===== config.mk =====
export PLATFORM = sky130hd
export DESIGN_NAME = serial_adder
export DESIGN_NICKNAME = d
export VERILOG_FILES = /design/src/rtl/serial_adder.sv
export SDC_FILE = /design/constraint.sdc
export NUM_CORES = 1
export LEC_CHECK = 0
export CORE_UTILIZATION = 49
export DETAILED_ROUTE_END_ITERATION = 10
export MAX_ROUTING_LAYER = met4
export PLACE_DENSITY = 0.77
export SLEW_MARGIN = 15
export SYNTH_ARGS = -nofsm -noshare
export SYNTH_HDL_FRONTEND = slang
export SYNTH_SLANG_ARGS = --single-unit
export TNS_END_PERCENT = 5

===== constraint.sdc =====
create_clock -name clk -period 1.9 [get_ports clk]
set_clock_uncertainty 0.1 [all_clocks]
set_input_delay 0.19 -clock clk [delete_from_list [all_inputs] [get_ports clk]]
set_output_delay 0.19 -clock clk [all_outputs]
set_load 0.01 [all_outputs]

===== src/rtl/serial_adder.sv =====
// Bit-serial ripple adder: one full-adder slice and a carry flop, LSB first.
// Optional subtract mode (port sub, borrow on cout) when SERIAL_ADDER_SUB_EN is defined.
module serial_adder #(
  parameter int unsigned WIDTH = 8
) (
  input  logic             clk,
  input  logic             rst_n,
  input  logic             start,
  input  logic [WIDTH-1:0] a,
  input  logic [WIDTH-1:0] b,
`ifdef SERIAL_ADDER_SUB_EN
  input  logic             sub,
`endif
  output logic             busy,
  output logic             done,
  output logic [WIDTH-1:0] sum,
  output logic             cout
);

  localparam int unsigned CW = $clog2(WIDTH) + 1;

  typedef enum logic [1:0] {IDLE, SHIFT, DONE} state_t;

  state_t           state_q, state_d;
  logic [WIDTH-1:0] a_sh_q, a_sh_d;
  logic [WIDTH-1:0] b_sh_q, b_sh_d;
  logic             carry_q, carry_d;
  logic [CW-1:0]    cnt_q, cnt_d;
  logic             busy_q, busy_d;
  logic             done_q, done_d;
  logic [WIDTH-1:0] sum_q, sum_d;
  logic             cout_q, cout_d;
  logic             sub_in;
  logic             sub_q;
  logic             s_bit;
  logic             maj;

`ifdef SERIAL_ADDER_SUB_EN
  logic sub_d;
  assign sub_in = sub;
`else
  assign sub_in = 1'b0;
  assign sub_q  = 1'b0;
`endif

  assign s_bit = a_sh_q[0] ^ b_sh_q[0] ^ carry_q;
  assign maj   = (a_sh_q[0] & b_sh_q[0]) | (a_sh_q[0] & carry_q) | (b_sh_q[0] & carry_q);

  // Sum bits are shifted into the top of a_sh as operand bits leave the bottom,
  // so a_sh doubles as the result accumulator.
  always_comb begin
    state_d = state_q;
    a_sh_d  = a_sh_q;
    b_sh_d  = b_sh_q;
    carry_d = carry_q;
    cnt_d   = cnt_q;
    busy_d  = busy_q;
    done_d  = 1'b0;
    sum_d   = sum_q;
    cout_d  = cout_q;
`ifdef SERIAL_ADDER_SUB_EN
    sub_d   = sub_q;
`endif
    unique case (state_q)
      IDLE: begin
        if (start) begin
          a_sh_d  = a;
          b_sh_d  = b ^ {WIDTH{sub_in}};
          carry_d = sub_in;
          cnt_d   = '0;
          busy_d  = 1'b1;
          state_d = SHIFT;
`ifdef SERIAL_ADDER_SUB_EN
          sub_d   = sub_in;
`endif
        end
      end
      SHIFT: begin
        a_sh_d  = {s_bit, a_sh_q[WIDTH-1:1]};
        b_sh_d  = b_sh_q >> 1;
        carry_d = maj;
        cnt_d   = cnt_q + 1'b1;
        if (cnt_q == CW'(WIDTH - 1)) begin
          sum_d   = {s_bit, a_sh_q[WIDTH-1:1]};
          cout_d  = maj ^ sub_q;
          done_d  = 1'b1;
          state_d = DONE;
        end
      end
      DONE: begin
        busy_d  = 1'b0;
        state_d = IDLE;
      end
      default: begin
        busy_d  = 1'b0;
        state_d = IDLE;
      end
    endcase
  end

  always_ff @(posedge clk or negedge rst_n) begin
    if (!rst_n) begin
      state_q <= IDLE;
      a_sh_q  <= '0;
      b_sh_q  <= '0;
      carry_q <= 1'b0;
      cnt_q   <= '0;
      busy_q  <= 1'b0;
      done_q  <= 1'b0;
      sum_q   <= '0;
      cout_q  <= 1'b0;
`ifdef SERIAL_ADDER_SUB_EN
      sub_q   <= 1'b0;
`endif
    end else begin
      state_q <= state_d;
      a_sh_q  <= a_sh_d;
      b_sh_q  <= b_sh_d;
      carry_q <= carry_d;
      cnt_q   <= cnt_d;
      busy_q  <= busy_d;
      done_q  <= done_d;
      sum_q   <= sum_d;
      cout_q  <= cout_d;
`ifdef SERIAL_ADDER_SUB_EN
      sub_q   <= sub_d;
`endif
    end
  end

  assign busy = busy_q;
  assign done = done_q;
  assign sum  = sum_q;
  assign cout = cout_q;

endmodule


Figure 1. Signal wires on met3.
The bar under the picture is 20 microns long.
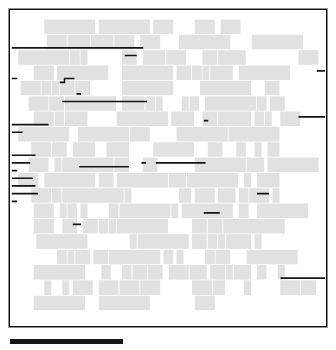
The wires run mostly horizontal. 19 nets have wire on it.
met3 Use GR: 5.12%
Routed WL: 3010 microns
vias after detailed routing: 1106

Figure 2. Selected gate families.
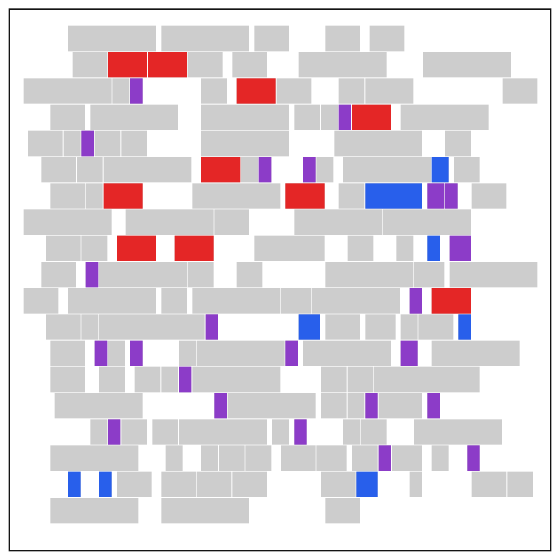
NOR gates: marked blue, cells 8, most used nor2_1. multiplexers: marked red, cells 10, most used mux2_2. NAND gates: marked purple, cells 23, most used nand2_1.
combinational share of cell area: 29.0%
highest-count logic cell in the final layout: dfrtp_1
Cell Count, Final, Fillers Out: 192

==> impl_metrics.yaml <==
# physical design summary
status:
  outcome: "finished, final reports clean"
die:
  floorplanUtilization_pct: 51.8
  pin_count: 30
  chipArea_sq_um: 3140
  die_x_microns: 56
clock_tree:
  cts_buffers: 5
final_timing:
  final-hold-violation-count: 0
  setup_violations: 0
  slew_headroom_pct: 67.9
  timing.setup.tns_ns: 0
  finalCritPeriodShare_pct: 91.9
setup_path:
  path_cells: "ha_1, nand2_1, nor3_4, mux2_2"
  cp.arrival_ns: 1.87
  critPathLaunchType: "flop"
  crit_family: "simple AND/OR/NAND/NOR gates"
  reg2reg_depth: 4
  worstPathMaxFanout: 10
routing:
  dr.pass1.iters: 4
  wl_per_cell_microns: 15.7
yosys:
  syn_area_sq_um: 1430
  top_logic_kind: "AND-OR/OR-AND gates"
  synth.area.mux_share_pct: 7.88
  ys_cells: 125
  ff_type: "dfrtp_1"
  synth_top_area_share_pct: 59.5
  edf_count: 0
  ys_warn_count: 0
cells_and_area:
  drive_above_1_share_pct: 16.1
job:
  cap_violations: 0
  log.warning_count: 26
global_route:
  grt_max_degree: 35
  grt_pass1_wl_microns: 5300
power_and_ir_drop:
  ir_drop_mv: 1.26
place:
  io_buffers: 29
  dpl.cell_count: 184
  placed_area_sq_um: 1780
[worst paths after layout]
check                      slack, ns         to  startpoint
min reg2reg                     0.40  b_sh_q[4]   b_sh_q[4]
min                             0.14   cnt_q[2]       rst_n
max                             0.15     sum[5]    cnt_q[0]
min in group clk                0.40  b_sh_q[4]   b_sh_q[4]
max reg2reg                     0.15     sum[5]    cnt_q[0]
max in group asynchronous       1.24  b_sh_q[6]       rst_n
[what timing repair did]
action | CTS | global route
buffers inserted | 0 | 0
hold buffers | 0 | 0
setup endpoints to repair | 0 | 1
[cell usage after synthesis, types with 2 or more instances]
| cell type | count |
|---|---|
| o21ai_0 | 17 |
| nor2b_1 | 2 |
| nand3_1 | 2 |
| a22oi_1 | 14 |
| a21oi_1 | 2 |
| a22o_1 | 2 |
| clkbuf_1 | 6 |
| nor2_1 | 4 |
| mux2_2 | 10 |
| dfrtp_1 | 34 |
| nand2_1 | 20 |
[layer usage]
layer	GRT usage [%]	part of all wire, %	vias to the layer above
li1	-	-	522
met1	27.3	46	547
met2	36.4	49	29
met3	5.12	3.6	8
met4	11.8	2.0	0
met5	-	0	-
[cell usage in the layout, fill, tap and decap left out, types with 2 or more instances in the layout]
master,synthesis,routed
dfrtp_1,34,34
clkdlybuf4s50_1,0,29
nand2_1,20,20
o21ai_0,17,17
a22oi_1,14,14
mux2_2,10,10
buf_4,0,6
clkbuf_4,0,5
nor2_1,4,4
nor2b_1,2,2
a22o_1,2,2
nand3_1,2,2
a21oi_1,2,2
bufinv_16,0,2
[stage by stage]
step | setup slack (ns) | hold slack, ns
floorplan | 0.315 | -0.206
global placement | 0.193 | 0.366
detailed placement | 0.110 | 0.382
CTS | 0.0906 | 0.154
global route | 0.0492 | 0.186
finish | 0.154 | 0.143
[logic make-up after synthesis]
family	after synthesis
AND-OR/OR-AND	39
flip-flops	34
AND/OR/NAND/NOR	32
multiplexers	10
buffers and inverters	8
adder cells (fa/ha/maj)	2
[worst register-to-register path, delay by kind of cell (launching register included)]
| kind | cells | cell delay [ns] |
|---|---|---|
| simple gates | 2 | 0.54 |
| flops | 1 | 0.40 |
| mux | 1 | 0.40 |
| fa+ha+maj | 1 | 0.20 |
[state kept, by name, indices dropped and copies added (netlist names), 2 cells and up]
name,flops
a_sh_q,8
sum,8
state_q,2
b_sh_q,8
cnt_q,4
[power breakdown]
group	internal, mW	switching (mW)	leakage (nW)
Combinational	0.639	0.572	0.323
Sequential	1.04	0.220	0.432
Clock	0.446	0.246	0.0585
Total	2.13	1.04	0.814
[cell type report]
class / instances / area (sq um)
Timing Repair Buffer: 35 / 335
Inverter: 1 / 3.75
Multi-Input combinational cell: 83 / 547
Sequential cell: 34 / 851
Fill cell: 221 / 871
Clock buffer: 6 / 51.3
Tap cell: 31 / 38.8
Clock inverter: 2 / 60.1
Power is estimated from default activity; no workload was simulated.
